Figure 1. Selected gate families (run 1).
Scale: 4 px per µm.
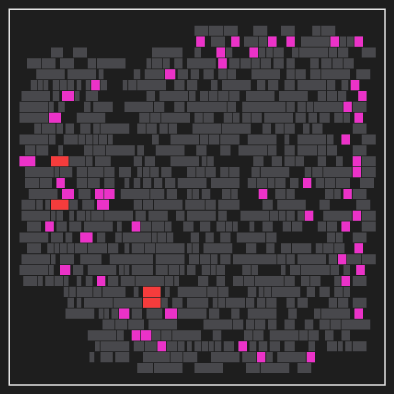
Figure 2. Sizing map (run 1).
Scale: 4 px per µm.
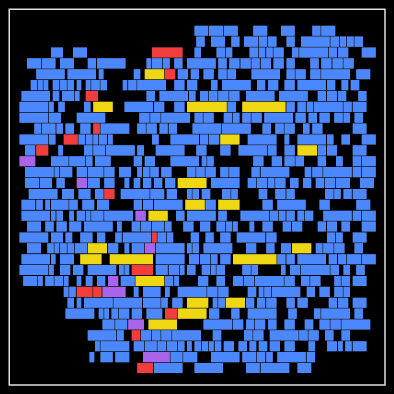
Figure 3. Pin map (run 1).
Scale: 4 px per µm. Pins as bars across the die edge, other pins in grey.
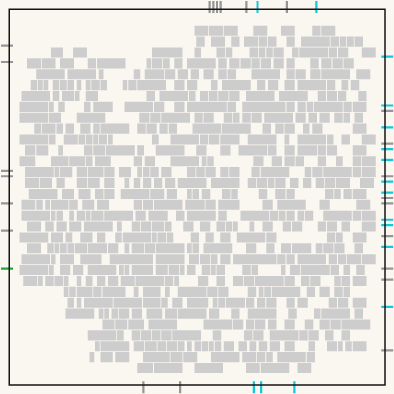
Figure 4. Nets reached from selected ports (run 1).
Scale: 3 px per µm.
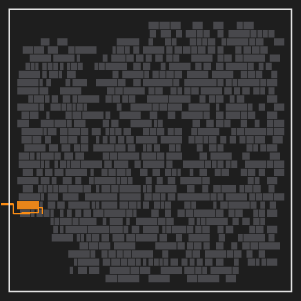
<file path="config.mk">
export PLATFORM = sky130hd
export DESIGN_NAME = rom_spi_write_responder
export DESIGN_NICKNAME = d
export VERILOG_FILES = /design/src/rtl/rom_spi_pkg.sv /design/src/rtl/rom_spi_write_responder_spi_shift_out.sv /design/src/rtl/rom_spi_write_responder.sv
export SDC_FILE = /design/constraint.sdc
export NUM_CORES = 1
export LEC_CHECK = 0
export CAP_MARGIN = 30
export CORE_MARGIN = 2
export CORE_UTILIZATION = 58
export CTS_CLUSTER_SIZE = 30
export DETAILED_ROUTE_END_ITERATION = 8
export GPL_TIMING_DRIVEN = 0
export PLACE_DENSITY = 0.8
export RECOVER_POWER = 50
export REMOVE_ABC_BUFFERS = 1
export SLEW_MARGIN = 10
export SYNTH_ARGS = -nofsm -noshare
export SYNTH_HDL_FRONTEND = slang
export SYNTH_HIERARCHICAL = 1
export SYNTH_SLANG_ARGS = --single-unit
</file>
<file path="constraint.sdc">
create_clock -name clk -period 2.73 [get_ports clk]
set_input_delay 0.273 -clock clk [delete_from_list [all_inputs] [get_ports clk]]
set_output_delay 0.273 -clock clk [all_outputs]
set_load 0.005 [all_outputs]
</file>
<file path="src/rtl/rom_spi_pkg.sv">
// Shared constants and FSM state for the ROM SPI write responder.
// SPI SRAM opcodes, frame sizes and the controller state type.
package rom_spi_pkg;

   localparam logic [7:0] SPI_CMD_WRITE       = 8'h02;
   localparam logic [7:0] SPI_CMD_WRMR        = 8'h01;
   localparam logic [7:0] SPI_MODE_SEQUENTIAL = 8'h40;

   localparam int WRITE_FRAME_BITS = 48;
   localparam int INIT_FRAME_BITS  = 16;
   localparam int BIT_CNT_W        = $clog2(WRITE_FRAME_BITS + 1);

   typedef enum logic [2:0] {
      INIT_GAP,
      INIT_SHIFT,
      INIT_END,
      IDLE,
      SHIFT,
      END
   } state_t;

endpackage

</file>
<file path="src/rtl/rom_spi_write_responder_spi_shift_out.sv">
// MSB-first SPI mode-0 serializer, two clk cycles per bit.
// Frame is left-aligned; only the top `bits` bits are sent.
module spi_shift_out
   import rom_spi_pkg::*;
(
   input  logic                        clk,
   input  logic                        reset,
   input  logic                        load,
   input  logic [WRITE_FRAME_BITS-1:0] frame,
   input  logic [BIT_CNT_W-1:0]        bits,
   output logic                        sck,
   output logic                        mosi,
   output logic                        done
);

   logic [WRITE_FRAME_BITS-1:0] shreg;
   logic [BIT_CNT_W-1:0]        left;
   logic                        active;
   logic                        phase;

   // last cycle of the final bit's high phase
   assign done = active & phase & (left == BIT_CNT_W'(1));

   // phase 0: sck low, bit on mosi; phase 1: sck high
   always_ff @(posedge clk) begin
      if (reset) begin
         shreg  <= '0;
         left   <= '0;
         active <= 1'b0;
         phase  <= 1'b0;
         sck    <= 1'b0;
         mosi   <= 1'b0;
      end else if (load) begin
         shreg  <= frame;
         left   <= bits;
         active <= 1'b1;
         phase  <= 1'b0;
         sck    <= 1'b0;
         mosi   <= frame[WRITE_FRAME_BITS-1];
      end else if (active) begin
         if (!phase) begin
            phase <= 1'b1;
            sck   <= 1'b1;
         end else if (done) begin
            active <= 1'b0;
            phase  <= 1'b0;
            sck    <= 1'b0;
            mosi   <= 1'b0;
         end else begin
            phase <= 1'b0;
            sck   <= 1'b0;
            shreg <= shreg << 1;
            mosi  <= shreg[WRITE_FRAME_BITS-2];
            left  <= left - BIT_CNT_W'(1);
         end
      end
   end

endmodule

</file>
<file path="src/rtl/rom_spi_write_responder.sv">
// ROM write handshake to serial SPI SRAM bridge.
// Puts the SRAM in sequential mode, then one WRITE frame per request.
module rom_spi_write_responder
   import rom_spi_pkg::*;
#(
   parameter int DATA_WIDTH    = 16,
   parameter int ADDRESS_WIDTH = 16,
   parameter int CS_GAP        = 2
) (
   input  logic                     clk,
   input  logic                     reset,
   input  logic                     rom_request,
   input  logic [ADDRESS_WIDTH-1:0] rom_address,
   input  logic [DATA_WIDTH-1:0]    rom_data,
   output logic                     rom_busy,
   output logic                     rom_initialized,
   output logic                     spi_cs_n,
   output logic                     spi_sck,
   output logic                     spi_mosi
);

   state_t                      state;
   logic [15:0]                 gap_cnt;
   logic                        gap_last;
   logic                        init_go;
   logic                        write_go;
   logic                        load;
   logic [WRITE_FRAME_BITS-1:0] frame;
   logic [BIT_CNT_W-1:0]        bits;
   logic [23:0]                 byte_addr;
   logic                        spi_done;

   assign gap_last  = (gap_cnt == 16'(CS_GAP - 1));
   assign byte_addr = 24'({rom_address, 1'b0});
   assign init_go   = (state == INIT_GAP) && gap_last;
   assign write_go  = (state == IDLE) && rom_request;

   // pick the frame loaded on the edge that drops chip select
   always_comb begin
      load  = 1'b0;
      frame = '0;
      bits  = '0;
      unique case (1'b1)
         init_go: begin
            load  = 1'b1;
            frame = {SPI_CMD_WRMR, SPI_MODE_SEQUENTIAL,
                     {(WRITE_FRAME_BITS - INIT_FRAME_BITS){1'b0}}};
            bits  = BIT_CNT_W'(INIT_FRAME_BITS);
         end
         write_go: begin
            load  = 1'b1;
            frame = {SPI_CMD_WRITE, byte_addr, rom_data};
            bits  = BIT_CNT_W'(WRITE_FRAME_BITS);
         end
         default: ;
      endcase
   end

   spi_shift_out u_shift (
      .clk   (clk),
      .reset (reset),
      .load  (load),
      .frame (frame),
      .bits  (bits),
      .sck   (spi_sck),
      .mosi  (spi_mosi),
      .done  (spi_done)
   );

   // init / write sequencing with registered handshake and chip select
   always_ff @(posedge clk) begin
      if (reset) begin
         state           <= INIT_GAP;
         gap_cnt         <= '0;
         rom_busy        <= 1'b0;
         rom_initialized <= 1'b0;
         spi_cs_n        <= 1'b1;
      end else begin
         unique case (state)
            INIT_GAP: begin
               if (gap_last) begin
                  gap_cnt  <= '0;
                  spi_cs_n <= 1'b0;
                  state    <= INIT_SHIFT;
               end else begin
                  gap_cnt <= gap_cnt + 16'd1;
               end
            end
            INIT_SHIFT: begin
               if (spi_done) begin
                  spi_cs_n <= 1'b1;
                  state    <= INIT_END;
               end
            end
            INIT_END: begin
               if (gap_last) begin
                  gap_cnt         <= '0;
                  rom_initialized <= 1'b1;
                  state           <= IDLE;
               end else begin
                  gap_cnt <= gap_cnt + 16'd1;
               end
            end
            IDLE: begin
               if (rom_request) begin
                  rom_busy <= 1'b1;
                  spi_cs_n <= 1'b0;
                  state    <= SHIFT;
               end
            end
            SHIFT: begin
               if (spi_done) begin
                  spi_cs_n <= 1'b1;
                  state    <= END;
               end
            end
            END: begin
               if (gap_last) begin
                  gap_cnt  <= '0;
                  rom_busy <= 1'b0;
                  state    <= IDLE;
               end else begin
                  gap_cnt <= gap_cnt + 16'd1;
               end
            end
            default: state <= INIT_GAP;
         endcase
      end
   end

endmodule

</file>
==> results.txt <==
Notes on the flow run.

- The number of clock sinks is 78, for reference.
- Power attributed to the clock group is 0.930 mW.
- The floorplan core area is 0.00777 mm², for reference.
- The average instance area after synthesis is 8.18 µm², for reference.
- After its last routability iteration, the placer logged a weighted congestion of 0.862.
- The multi-input gate share of total cell area is 0.526, for reference.
- The number of ordinary and repair buffers in the finished layout is 50, for reference.
- The total cells reported by yosys after synthesis is 569, for reference.
- The data arrival time reported for the critical path is 2810 ps.
- The wire length recorded after detailed routing is 11700 µm.
- The number of hold buffers added after CTS was 0.
- The cell group occupying the most layout area is combinational gates, for reference.
- The synthesized instance count is 569, for reference.
- The tightest hold margin is 483 ps, for reference.
- In the floorplan report the effective utilization is 0.599.
- The commonest cells after synthesis are 94 x sky130_fd_sc_hd__a31oi_1, 78 x sky130_fd_sc_hd__dfxtp_1, 53 x sky130_fd_sc_hd__o211ai_1.
- The smallest clock period supported by the final layout is computed as 2590 ps.
- The number of buffers created by CTS is 9, for reference.
- After routing the design area is 0.00534 mm².
- The area fraction of the largest cell type after synthesis is 0.335.
- The cell chosen for the clock root is sky130_fd_sc_hd__clkbuf_8, for reference.
- Hold-check failures listed in the final report amount to 0.
- The count of unresolved DRC violations after routing is 0, for reference.
- The classification of the worst-slack hold path is reg -> reg, for reference.
- The combinational-cell power consumption is 2.29 mW, for reference.
- The detail-routed via count per cell is 6.57, for reference.
- The remaining antenna violation count after routing is 0, for reference.
- The post-synth area from yosys stat is 0.00465 mm², for reference.
- For the final database, setup skew stands at 10.3 ps.
- The run finished with clean final reports.
- The post-CTS repair timing setup buffer count is 0, for reference.
- For this run, the final setup violation count is recorded as 0.
- The register share of the cell area is 0.293, for reference.
- The count of TritonRoute iterations in the first routing pass is 5, for reference.
- For this run the detailed placement stage logged an HPWL of 6620 µm.
- For this run, the top clock speed supported by timing is 386 MHz.
- Looking at area per cell type in the netlist, the leader is sky130_fd_sc_hd__dfxtp_1.
- OpenROAD emitted warnings numbering 29.
- The utilization after layout is 0.687, for reference.
- Between the synthesized netlist and the finished layout, the area growth was recorded as 14.6%.
- Row generation in the floorplan step produced 32 rows.
- The highest metal layer carrying signal wires in the routed design is met4.
- The final-layout non-clock buffer area share is 0.106, for reference.
- In the final layout, the clock buffer count is 11.
- The pin count of the biggest net entering global routing is 103, for reference.
- The overall via count from detail_route is 4484, for reference.
- The power of the sequential group is 1.96 mW, for reference.
- The cell count after placement is 665, for reference.
- In the final routed layout, each cell accounts on average for 17.1 µm.
- The script extracted a total leakage power of 1.73 nW.
- The final layout report lists a non-clock inverter count of 12.
- The proportion of synthesized chip area in sequential cells is 0.335, for reference.
- The area of placed instances is 0.00507 mm², for reference.
- The setup slack at placement is -336 ps, for reference.
- In the layout the commonest cells are 94 x sky130_fd_sc_hd__a31oi_1, 77 x sky130_fd_sc_hd__dfxtp_1, 53 x sky130_fd_sc_hd__o211ai_1.
- The worst-margin pin slew is 868 ps, for reference.
- The remaining global-route overflow is 0, for reference.
- For reference, the top cells by area after synthesis are sky130_fd_sc_hd__dfxtp_1 34%, sky130_fd_sc_hd__a31oi_1 13%, sky130_fd_sc_hd__o211ai_1 8.5%.
- Per report_power, the top consumer among the power groups is combinational cells.
- Total power normalized to cell area comes to 970 mW/mm².
- The number of nets in the finished design is 616, for reference.
- The global routing report lists combined usage of all routing layers as 0.270.
- The total of max-cap violations is 0, for reference.
- The data required time reported for the critical path is 2950 ps.
- TritonCTS built the clock tree.
- The met3 wire length is 621 µm, for reference.
- The logic area is 0.00280 mm², for reference.
- The largest fanout of any net on the critical path is 102, for reference.
- The share of cells above drive strength 1 is 0.0723, for reference.
- The final worst-path cycle share is 0.949, for reference.
- The fraction of synthesis flops using an asynchronous set or reset pin is 0, for reference.
- The max-slew violation count is 0, for reference.
- Before any placement, the netlist area is recorded as 0.00465 mm².
- The count of unique library cells instantiated by Yosys is 61, for reference.
- The number of diodes is 0, for reference.
- The worst setup path is launched from a flip-flop.
- The library cell used most frequently in the layout, excluding fill and tap cells, is sky130_fd_sc_hd__a31oi_1.
- The internal portion of the total power is 2.95 mW.
- Yosys mapped a number of flops with a built-in enable equal to 0.
- The first global-routing pass estimated 19500 µm of wire.
- Setup repair after global routing left no endpoint under its margin.
- The switching power total is 2.22 mW, for reference.
- The number of DRC markers in iteration 0 is 343, for reference.
- The later-pin clock latency in the skew report is 360 ps, for reference.
- The initial antenna violation count came to 0.
- The share of total power in the clock network is 0.180, for reference.
- The fraction of power spent switching nets is 0.429, for reference.
- The CTS clock-pin slew for the worst setup and hold paths is 80 ps, for reference.
- Looking at the VDD voltage map, the peak drop is 0.000735 V.
- The type of destination of the critical path is a flip-flop, for reference.
- The via count of the first global-routing pass is 4291.
- In this run, post-CTS repair resized a total of 3 instances.
- The number of well-tap cells placed is 102, for reference.
- The design draws 5.17 mW.
- The overall die size recorded for this design is 0.00876 mm².
- The H-tree depth is 3, for reference.
- The synthesized design contains 78 register bits.
- Per the layout report, the design carries 639 filler cells.
- Measured on the final layout, the clock distribution area share stands at 0.0382.
- The critical path in this run is classified as reg -> reg.
- The number of buffers on the longest clock path is 2, for reference.
- The wire length the detailed router placed on met1 is 5170 µm, for reference.
- The count of non-filler cells in the finished layout is 683, for reference.
Back to the opening pictures, Figure 1:
[magenta] and/or cells | cells: 50 | where: spread over the die
[red] fa/ha/maj cells | cells: 4

Back to the opening pictures, Figure 2:
[blue] x1 and smaller | cells: 539 | share: 93%
[purple] x3 and x4 | cells: 8 | share: 1.4%
[red] x2 | cells: 14 | share: 2.4%
[yellow] x6 and larger | cells: 20 | share: 3.4%

Back to the opening pictures, Figure 3:
[cyan] rom_address | pins: 16 | direction: input | edge: 11 right, 3 bottom, 2 top
[green] rom_initialized | pins: 1 | direction: output | edge: left
floorplan die height: 93.6 µm
IO Port Bufs: 39
Die X-Extent: 93.6 µm

Back to the opening pictures, Figure 4:
[orange] rom_initialized | bits: 1 | direction: output | edge: left | end cells: 1 | buffers: 1 | wire: 20.1 µm
# IOs: 40

run 1: sequential cells by signal, summed over array words and instances, names as in the netlist:
name / cells
u_shift/active: 1
state: 3
rom_initialized: 1
u_shift/shreg: 47
u_shift/left: 6
rom_busy: 1
gap_cnt: 16
spi_cs_n: 1
u_shift/mosi: 1
u_shift/phase: 1
run 1: worst paths after layout:
check	startpoint	end	slack, ps	cells past startpoint
max	gap_cnt[0]$_SDFFE_PP0P_	u_shift/shreg[10]$_SDFFE_PP0P_	140	8
min	rom_initialized$_SDFFE_PP0P_	rom_initialized$_SDFFE_PP0P_	480	2
max reg2reg	gap_cnt[0]$_SDFFE_PP0P_	u_shift/shreg[10]$_SDFFE_PP0P_	140	8
min reg2reg	rom_initialized$_SDFFE_PP0P_	rom_initialized$_SDFFE_PP0P_	480	2
run 1: critical path: stages (launching register included):
cell and delay [ps]:
sky130_fd_sc_hd__dfxtp_1 390, sky130_fd_sc_hd__ha_1 160, sky130_fd_sc_hd__nor4b_1 280, sky130_fd_sc_hd__nand4_1 240, sky130_fd_sc_hd__or3_1 420, sky130_fd_sc_hd__a21oi_4 280
sky130_fd_sc_hd__bufinv_16 300, sky130_fd_sc_hd__o21ai_0 250, sky130_fd_sc_hd__a31oi_1 80
run 1: per-layer routing:
| layer | vias to the layer above | global-route usage |
|---|---|---|
| met3 | 16 | 0.0500 |
| met5 | - | 0 |
| met4 | 0 | 0.0954 |
| met2 | 151 | 0.467 |
| met1 | 2139 | 0.337 |
| li1 | 2178 | - |
run 1: cell families after synthesis:
family	Yosys count	share of synthesized area
buf+inv	81	0.0798
fa+ha+maj	4	0.0108
simple gates	103	0.132
xor+xnor	9	0.0169
other cells	1	0.000806
compound gates	288	0.413
flops	78	0.335
mux	5	0.0108
Power is estimated from default activity; no workload was simulated.
